Design regfile_access_ctrl, sky130hd; sources not shown.
**Routed metal per tile**

Bar = 20 um. The die is cut into 21 by 21 equal tiles; dark purple is low, yellow is high, scaled to the fullest tile. Values are wire area over tile area, all layers added.
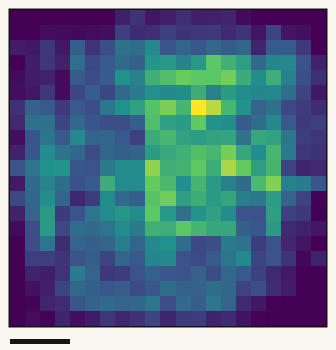
nearly empty tiles = 9.5%
tiles over half the peak = 19%
emptiest ninth of the die = upper left
densest ninth of the die = center
fullest tile = 0.84
wire per inst: 23.2 um
number of vias in the routed layout: 4,826
global-route usage over all layers: 31.1%
final wirelength: 16,800 um

**Port wiring**

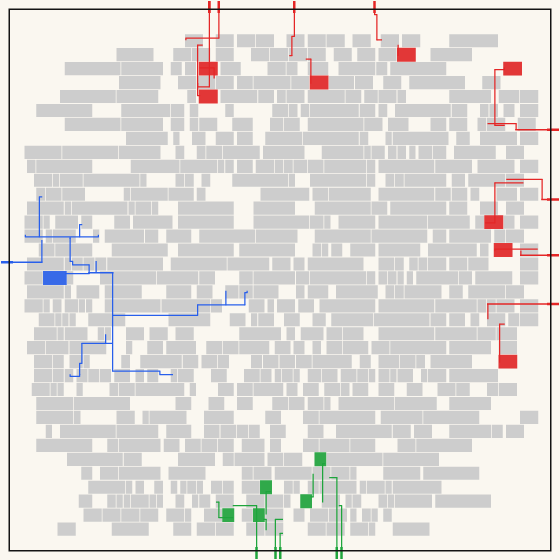
green -> rf_rsrc1  # direction output, edge bottom, end cells 5, wire 74.2 um
red -> rf_out2  # direction input, edge 4 top, 4 right, end cells 8, wire 163 um
blue -> wb_ready  # direction output, edge left, end cells 1, wire 140 um
number of top-level design ports: 91
number of input and output port buffers inserted: 90

**Drive-strength map**

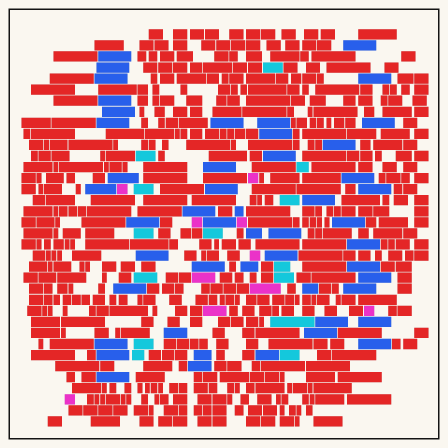
magenta -> x3 and x4  # cells 10
cyan -> x6 and larger  # cells 14
blue -> x2  # cells 49
red -> x1 and smaller  # cells 517
count of buffers not belonging to the clock network in the layout: 96
worst setup slack after layout: 1.29 ns
area of all placed cells without fillers: 7210 um2
area added between synthesis and finish: 19.2%

**Cell classes on the final placement**

Bar = 20 um.
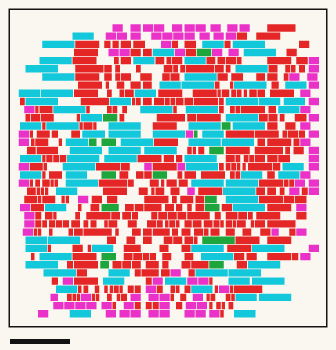
cyan -> sequential cells  # cells 90, share of their area 33%
red -> remaining logic cells  # cells 388, share of their area 51%
green -> clock drivers and dummy loads  # cells 16, share of their area 3.0%
magenta -> remaining buffers and delay cells  # cells 96, share of their area 13%
flop share of the area: 32.2%
total core area: 9860 um2
share of the core filled with cells in the final layout: 73.1%
cell row count: 36

==> design notes <==
The run gives 0.524 ns for the worst slack on hold paths. The cell count in the Yosys report is 514. Buffers inserted during clock tree synthesis total 9.

The run gives 4.16 ns for the minimum clock period after layout. The logs give a warning total of 28. The worst reg2reg path depth was 7. The tools report the DRC marker count from the first detailed-route iteration as 389. The tools report the category of the worst setup path launch point as an input pin. For the final net count, the log shows 639. The adder-cell area share of the yosys netlist was 2.19%; the fraction of power consumed by combinational cells was 47.5%. For the via count of the first global-routing pass, the log shows 4,844. The report counts max-capacitance violations totalling 0. The internal portion of total power is 1.76 mW, and the switching share of power is 39.6%.

The run gives 6050 um2 for the synthesized cell area. The most critical min-delay path falls under reg2reg. Summed over all combinational cells, the power is 1.39 mW. For the warning count from the yosys run, the log shows 0. The first detailed-routing pass ran for 7 iterations. By instance count, the leading cell after synthesis is sky130_fd_sc_hd__edfxtp_1. TritonCTS built the clock tree. For the portion of the post-synthesis area used by sequential elements, the log shows 38.4%.

The tools report the routing usage on met3 as 6.31%. The run gives 514 for the number of standard cells after synthesis. The chip area line in the Yosys stat output reads 6050 um2.

Ranked by total cell area, the synthesized netlist is headed by sky130_fd_sc_hd__edfxtp_1, sky130_fd_sc_hd__mux4_2, sky130_fd_sc_hd__dfxtp_1, sky130_fd_sc_hd__mux4_1, sky130_fd_sc_hd__mux2i_1. The run gives 0.483 mW as the power consumed by the clock network. Setup repair after global routing left no endpoint under its margin. Measured along the y axis, the die boundary spans 105 um. The number of flops mapped to enable cells by yosys is 52, and the area share of the largest cell type after synthesis is 25.8%. Post-route clock period utilization: 76.2%. Most numerous logic cell after layout: sky130_fd_sc_hd__clkdlybuf4s50_1. The clock tree synthesis step divided the H-tree into 3 levels. The horizontal die dimension reported for this design is 105 um. After filler insertion, the fill cell instance count of the layout stands at 658. In the synthesized netlist, mux cells make up 25.8% of the area. The number of flip-flops under the largest register name was 32; the final total negative setup slack was 0 ns. In this run the post-CTS setup repair buffer count came out at 0.

The final standard cell count with taps included and fillers excluded is 723. The tools report the clock root buffer as sky130_fd_sc_hd__clkbuf_8. The tools report the floorplan core density as 61.3%.

The run finished with clean final reports.
## area by class of cell
type / instances / area [um2] / area share, %
inverter: 10 / 37.5 / 0.520
multi-input combinational: 378 / 3530 / 48.9
tap: 133 / 166 / 2.31
clock inverter: 7 / 86.3 / 1.20
clock buffer: 9 / 124 / 1.72
timing repair buffer: 96 / 946 / 13.1
sequential: 90 / 2320 / 32.2
## worst max-delay path, cell delays in order
cell	delay [ns]
sky130_fd_sc_hd__clkdlybuf4s50_1	0.41
sky130_fd_sc_hd__buf_4	0.26
sky130_fd_sc_hd__nor2_1	0.53
sky130_fd_sc_hd__and2_1	0.23
sky130_fd_sc_hd__clkdlybuf4s50_1	0.53
## metal layers
metal,part of all wire (%),wire length [um]
met1,38,6320
met2,48,8110
met3,11,1770
met4,3.6,605
met5,0,0
Power and IR drop assume default switching activity.
